## src/rtl/alu_pipe_pkg.sv

```systemverilog
// Shared opcode and flag definitions for the alu_pipe_ody pipeline.
package alu_pipe_pkg;

  typedef enum logic [2:0] {
    OP_AVG  = 3'b000,  // (X+Y)/2
    OP_SUM2 = 3'b001,  // (X+Y)*2
    OP_XHY  = 3'b010,  // X/2+Y
    OP_XYH  = 3'b011,  // X-Y/2
    OP_NAND = 3'b100,
    OP_NOTX = 3'b101,
    OP_NOR  = 3'b110,
    OP_XOR  = 3'b111
  } op_e;

  localparam int FLAG_ZERO = 0;
  localparam int FLAG_NEG  = 1;
  localparam int FLAG_OVF  = 2;

endpackage

```

## src/rtl/alu_pipe_core.sv

```systemverilog
// Combinational W+2-bit signed compute for one operand bundle.
module alu_pipe_core
  import alu_pipe_pkg::*;
#(
  parameter int W = 4
) (
  input  logic [W-1:0] x_i,
  input  logic [W-1:0] y_i,
  input  logic [2:0]   sel_i,
  output logic [W+1:0] res_o
);

  localparam int FW = W + 2;

  // Halving that rounds toward zero: bias negatives by one before the shift.
  function automatic logic signed [FW-1:0] half_tz(input logic signed [FW-1:0] a);
    logic signed [FW-1:0] t;
    t = a + $signed({{(FW-1){1'b0}}, a[FW-1]});
    return t >>> 1;
  endfunction

  logic signed [FW-1:0] xs;
  logic signed [FW-1:0] ys;
  logic [W-1:0]         bw;

  assign xs = $signed({{2{x_i[W-1]}}, x_i});
  assign ys = $signed({{2{y_i[W-1]}}, y_i});

  always_comb begin
    bw    = '0;
    res_o = '0;
    case (sel_i)
      OP_AVG:  res_o = half_tz(xs + ys);
      OP_SUM2: res_o = (xs + ys) <<< 1;
      OP_XHY:  res_o = half_tz(xs) + ys;
      OP_XYH:  res_o = xs - half_tz(ys);
      OP_NAND: bw = ~(x_i & y_i);
      OP_NOTX: bw = ~x_i;
      OP_NOR:  bw = ~(x_i | y_i);
      OP_XOR:  bw = x_i ^ y_i;
      default: bw = '0;
    endcase
    if (sel_i[2]) begin
      res_o = {{2{bw[W-1]}}, bw};
    end
  end

endmodule

```

## src/rtl/alu_pipe_ody.sv

```systemverilog
// Two-stage valid/ready ALU pipeline. Define ALU_PIPE_SAT_EN to clamp
// out-of-range results to the OW limits instead of wrapping.
module alu_pipe_ody
  import alu_pipe_pkg::*;
#(
  parameter int W  = 4,
  parameter int OW = W + 2
) (
  input  logic          clk,
  input  logic          rst,
  input  logic          in_valid,
  output logic          in_ready,
  input  logic [W-1:0]  x,
  input  logic [W-1:0]  y,
  input  logic [2:0]    sel,
  output logic          out_valid,
  input  logic          out_ready,
  output logic [OW-1:0] result,
  output logic [2:0]    flags
);

  localparam int FW = W + 2;

  logic          s1_valid_q;
  logic [W-1:0]  x_q;
  logic [W-1:0]  y_q;
  logic [2:0]    sel_q;
  logic          out_valid_q;
  logic [OW-1:0] result_q;
  logic [2:0]    flags_q;

  logic          s1_advance;
  logic          in_fire;
  logic [FW-1:0] full;
  logic [FW-OW:0] top_bits;
  logic          ovf;
  logic [OW-1:0] result_d;
  logic [2:0]    flags_d;

  assign s1_advance = s1_valid_q & (~out_valid_q | out_ready);
  assign in_ready   = ~s1_valid_q | s1_advance;
  assign in_fire    = in_valid & in_ready;

  always_ff @(posedge clk or posedge rst) begin
    if (rst) begin
      s1_valid_q <= 1'b0;
      x_q        <= '0;
      y_q        <= '0;
      sel_q      <= '0;
    end else begin
      if (in_ready) s1_valid_q <= in_valid;
      if (in_fire) begin
        x_q   <= x;
        y_q   <= y;
        sel_q <= sel;
      end
    end
  end

  alu_pipe_core #(.W(W)) u_core (
    .x_i   (x_q),
    .y_i   (y_q),
    .sel_i (sel_q),
    .res_o (full)
  );

  // Value fits in OW bits only if every bit from OW-1 upward matches the sign.
  assign top_bits = full[FW-1:OW-1];
  assign ovf      = ~((&top_bits) | ~(|top_bits));

  always_comb begin
    result_d = full[OW-1:0];
`ifdef ALU_PIPE_SAT_EN
    if (ovf) begin
      result_d = full[FW-1] ? {1'b1, {(OW-1){1'b0}}} : {1'b0, {(OW-1){1'b1}}};
    end
`endif
    flags_d            = '0;
    flags_d[FLAG_OVF]  = ovf;
    flags_d[FLAG_NEG]  = result_d[OW-1];
    flags_d[FLAG_ZERO] = ~(|result_d);
  end

  always_ff @(posedge clk or posedge rst) begin
    if (rst) begin
      out_valid_q <= 1'b0;
      result_q    <= '0;
      flags_q     <= '0;
    end else if (s1_advance) begin
      out_valid_q <= 1'b1;
      result_q    <= result_d;
      flags_q     <= flags_d;
    end else if (out_ready) begin
      out_valid_q <= 1'b0;
    end
  end

  assign out_valid = out_valid_q;
  assign result    = result_q;
  assign flags     = flags_q;

endmodule
```

## config.mk

```make
export PLATFORM = sky130hd
export DESIGN_NAME = alu_pipe_ody
export DESIGN_NICKNAME = d
export VERILOG_FILES = /design/src/rtl/alu_pipe_pkg.sv /design/src/rtl/alu_pipe_core.sv /design/src/rtl/alu_pipe_ody.sv
export SDC_FILE = /design/constraint.sdc
export NUM_CORES = 1
export LEC_CHECK = 0
export ABC_AREA = 1
export CAP_MARGIN = 25
export CORE_MARGIN = 2
export CORE_UTILIZATION = 55
export DETAILED_ROUTE_END_ITERATION = 7
export PLACE_DENSITY = 0.81
export SLEW_MARGIN = 20
export SYNTH_ARGS = -nofsm -noshare
export SYNTH_HDL_FRONTEND = slang
export SYNTH_SLANG_ARGS = --single-unit
```

## constraint.sdc

```tcl
create_clock -name clk -period 2.79 [get_ports clk]
set_input_delay 0.558 -clock clk [delete_from_list [all_inputs] [get_ports clk]]
set_output_delay 0.558 -clock clk [all_outputs]
set_load 0.02 [all_outputs]
```

run_1/clock_map.png
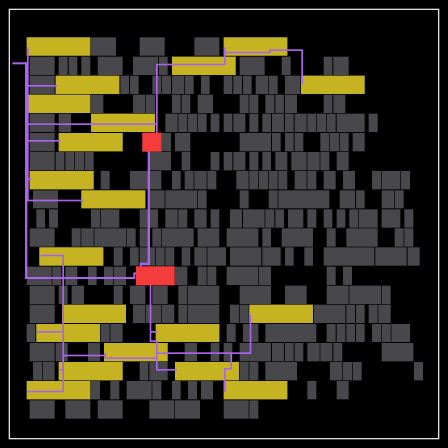
flip-flops -> yellow  # count 20
clock wires -> purple  # length 261 um
cells driving clock nets -> red  # count 3
routed clock nets = 4

run_1/density.png
6 x 6 tiles, from dark blue (low) to red (high), 0 to 100% covered.
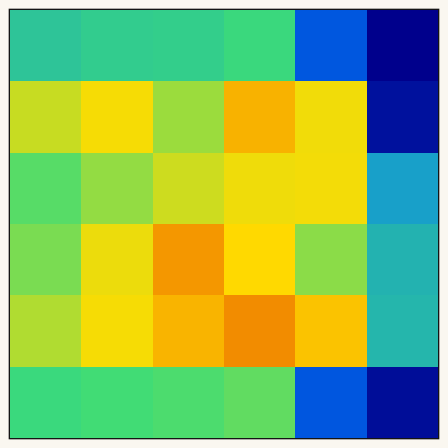
mean over tiles = 55%
densest ninth of the die = center
emptiest ninth of the die = north-east
tiles over 75% full = 17%
nearly empty tiles = 2.8%
fullest tile = 84%
final core occ: 0.6772
FP Util: 0.5801
Core Footprint: 0.003078 mm^2

run_1/gate_families.png
The bar under the picture is 20 um long.
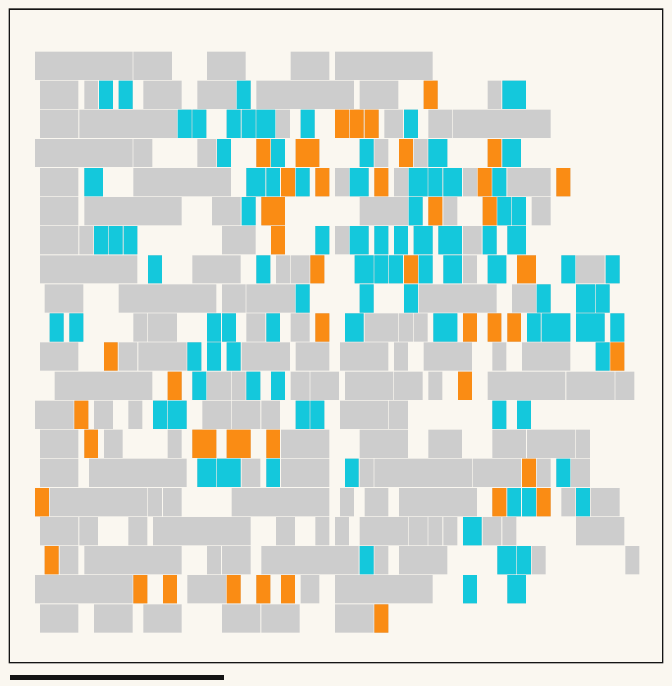
NOR gates -> orange  # cells 44, most used nor2_1, where all over the die
NAND gates -> cyan  # cells 94, most used nand2_1
most numerous logic cell after layout: nand2_1
fin cells: 330

[run 1: registers in the layout, summed over array words and instances, names as in the netlist]
signal,cells
out_valid,1
x_q,4
flags,1
y_q,4
s1_valid_q,1
sel_q,3
result,6
[run 1: power by group through the flow]
stage	Clock, mW	Sequential (mW)	Combinational [mW]
final	0.135	0.429	0.874
after global routing	0.157	0.438	0.979
after CTS	0.141	0.428	0.871
after detailed placement	0	0.432	0.866
after global placement	0	0.430	0.852
after floorplan	0	0.477	0.547
[run 1: worst paths after layout]
| kind | endpoint | slack [ps] | cells after the start |
|---|---|---|---|
| setup reg to reg | flags[0]$_DFFE_PP0P_ | 210 | 18 |
| max in group asynchronous | result[0]$_DFFE_PP0P_ | 1620 | 2 |
| min in group asynchronous | sel_q[0]$_DFFE_PP0P_ | 690 | 2 |
| setup / recovery | flags[0]$_DFFE_PP0P_ | 210 | 18 |
| hold reg to reg | flags[0]$_DFFE_PP0P_ | 510 | 2 |
| hold / removal | flags[0]$_DFFE_PP0P_ | 510 | 2 |
[run 1: cell families (layout without fill, tap and decap cells)]
family | after synthesis | in the layout | share of synthesized area
simple gates | 139 | 139 | 0.3245
buf+inv | 42 | 66 | 0.09811
compound gates | 36 | 36 | 0.1184
xor+xnor | 2 | 2 | 0.009813
other cells | 1 | 1 | 0.002100
fa+ha+maj | 22 | 22 | 0.1668
flops | 20 | 20 | 0.2803
[run 1: through the flow]
step / area (um^2) / util
6_report: 2085 / 0.6772
3_3_place_gp: 2062 / 0.6699
2_1_floorplan: 1785 / -
3_5_place_dp: 2062 / 0.6699
4_1_cts: 2085 / 0.6772
5_1_grt: 2085 / 0.6772
[run 1: layer usage]
metal / GRT usage / wire length (um) / share of wire
met5: 0 / 0 / 0
met4: 0.08385 / 75 / 0.017
met3: 0.04904 / 299 / 0.069
met2: 0.3825 / 1859 / 0.43
met1: 0.3997 / 2113 / 0.49
[run 1: layout make-up]
| class | count | area, um^2 |
|---|---|---|
| inverters | 37 | 141.4 |
| multi-input cells | 200 | 1110 |
| fillers | 293 | 993.5 |
| clock buffers | 3 | 22.52 |
| well taps | 44 | 55.05 |
| flip-flops and latches | 20 | 500.5 |
| repair buffers | 26 | 255.2 |
[run 1: synthesized netlist by cell type (2+ instances only)]
cell	n
a31oi_1	2
buf_1	2
dfrtp_1	20
nand2_2	3
a21oi_1	19
fa_1	3
nand2_1	67
o21ai_0	3
nand3_1	21
o21ai_1	3
nor2_2	3
inv_2	3
ha_1	19
xor2_1	2
inv_1	33
nand3b_1	2
a21oi_2	2
buf_4	2
nor2_1	39
[run 1: worst reg2reg max path: stages (launching register included)]
cell and delay (ps):
dfrtp_1 460, inv_1 200, fa_1 460, inv_1 70, nand2_1 90, nand3_1 80
nand2_1 100, inv_1 110, nor2_1 50, ha_1 260, inv_1 50, nor2_1 40
nor2_1 90, nand2_1 70, nor2_2 100, nand2_1 60, nor2_1 100, nand3_1 80
nand2_1 60
==> run notes, run 1 <==
flow finished, numbers: status complete, no violations, Worst slew margin 0.4863, Synth Instances 262, most used cell, CP nand2_1, Final ANT Viol Nets 0, Yosys Instances 262, first-pass GRT wire length 7113 um, GR Util All Layers 0.2646, Fin. Hold Viols 0, RePlAce Congestion 0.9716, Final Critical Period 2576 ps, Chip Height 60.98 um, Top Layout Cells nand2_1, nor2_1, inv_1, clkdlybuf4s50_1, nand3_1, H-tree levels 1, vias in the first global route 1,504, FP Rows 20, Nets 325, vias 1,700, clock share of power 0.094, YS warnings 0, Cell Area, Synth 0.001785 mm^2, Int Pwr 0.7633 mW, Clock transition at path regs 110 ps, pin count of the biggest net entering global routing 24, # Post-CTS Setup Buffers 0, worst setup margin 214.1 ps, TritonCTS clock tree yes, I/O Buffers 24
==> run 1 -> run 2 <==
Settings changed: HOLD_SLACK_MARGIN from default to 0.05.
run_2/metal_stack.png
The bar under the picture is 20 um long.
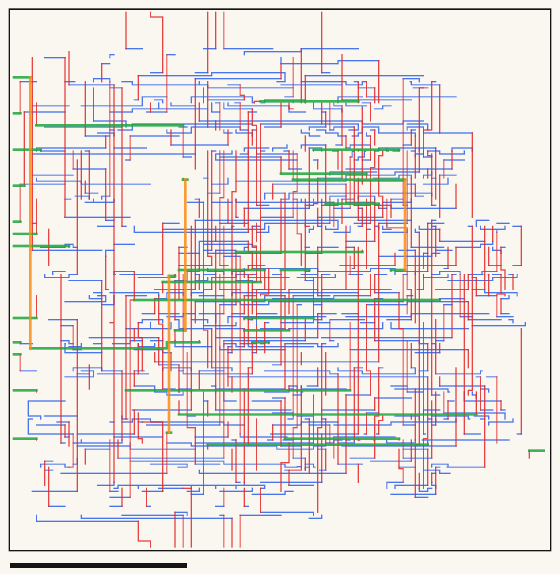
met4 -> orange  # wire length 75.5 um
met2 -> red  # wire length 1,860 um
met3 -> green  # wire length 300 um
met1 -> blue  # wire length 2,110 um

==> run 2 against run 1 <==
  * Non-clock buffer count stayed put
  * Critical path type unchanged
  * Via count stayed put
  * Critical endpoint unchanged
  * Total power stayed put
  * Largest power group unchanged
  * Wire length stayed put
  * Global-route usage stayed put
  * Cell area stayed put
  * Maximum frequency stayed put
  * Worst setup slack stayed put
  * Critical path depth stayed put
==> run notes, run 2 <==
flow finished, numbers: status complete, no violations, Top Layout Cells nand2_1, nor2_1, inv_1, clkdlybuf4s50_1, nand3_1, placed cell areas 0.002062 mm^2, reg2reg setup slack 210 ps, YS warnings 0, TritonCTS clock tree yes, first-pass GRT wire length 7113 um, max reg flops 6, Cell Area, Synth 0.001785 mm^2, Yosys Instances 262, top cells by count nand2_1, nor2_1, inv_1, vias in the first global route 1,504, most used cell, CP nand2_1, top-count cell post-synth nand2_1, RePlAce Congestion 0.9716, Final ANT Viol Nets 0, Min-Delay Endpoint flags[0]$_DFFE_PP0P_, Chip Height 60.98 um, Clock transition at path regs 110 ps, fin cells 330
run_2/final_congestion.png
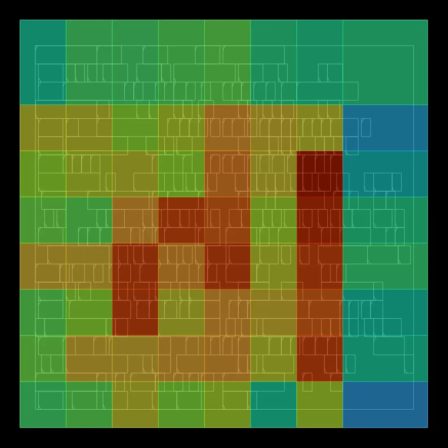
layer carrying the most global-route usage: met1
GR met3 Demand/Resource: 0.04904
Avg WL per Cell: 13.18 um
met1 Use GR: 0.3997
met2 Use GR: 0.3825

-- run 2: cell counts in the layout (fill, tap and decap cells not counted) --
No cell type changed its count.
-- run 2: tightest hold or removal path, cell delays in order, from the launching register on --
cell and delay [ps]:
dfrtp_1 370, nand2_1 60, nand2_1 60
-- run 2: how the worst max path moves through the flow --
stage | from | to | slack, ps
finish | x_q[1]$_DFFE_PP0P_ | flags[0]$_DFFE_PP0P_ | 210
global route | x_q[1]$_DFFE_PP0P_ | flags[0]$_DFFE_PP0P_ | 8
CTS | x_q[1]$_DFFE_PP0P_ | flags[0]$_DFFE_PP0P_ | 230
detailed placement | x_q[1]$_DFFE_PP0P_ | flags[0]$_DFFE_PP0P_ | 250
global placement | x_q[1]$_DFFE_PP0P_ | flags[0]$_DFFE_PP0P_ | 300
floorplan | y_q[0]$_DFFE_PP0P_ | flags[0]$_DFFE_PP0P_ | 500
-- run 2: cell type report --
type / instances / area [um^2] / area share
inverter: 37 / 141.4 / 0.06783
tap: 44 / 55.05 / 0.02641
timing repair buffer: 26 / 255.2 / 0.1224
multi-input combinational: 200 / 1110 / 0.5324
sequential: 20 / 500.5 / 0.2401
clock buffer: 3 / 22.52 / 0.01080
-- run 2: power breakdown --
group	total [mW]	internal [mW]	switching, mW
Combinational	0.874	0.351	0.523
Clock	0.135	0.0503	0.0845
Sequential	0.429	0.362	0.0667
-- run 2: logic make-up (layout without fill, tap and decap cells) --
logic type | after synthesis | after routing | synth area share
simple gates | 139 | 139 | 0.3245
buf+inv | 42 | 66 | 0.09811
compound gates | 36 | 36 | 0.1184
fa+ha+maj | 22 | 22 | 0.1668
flops | 20 | 20 | 0.2803
xor+xnor | 2 | 2 | 0.009813
other cells | 1 | 1 | 0.002100
-- run 2: routing by layer --
layer	vias up	wire length, um
li1	883	-
met5	-	0
met3	8	299
met4	0	75
met1	749	2113
met2	60	1859
-- run 2: metrics by stage --
step | worst slack, ps | utilization | hold WS, ps
after floorplan | 500.1 | - | 521.8
after detailed placement | 252.7 | 0.6699 | 482.1
after CTS | 229.5 | 0.6772 | 513.7
after global routing | 7.709 | 0.6772 | 539.0
final | 214.1 | 0.6772 | 514.7
after global placement | 300.7 | 0.6699 | 462.7
Power figures rest on the tool's default switching activity, not on a simulated workload.
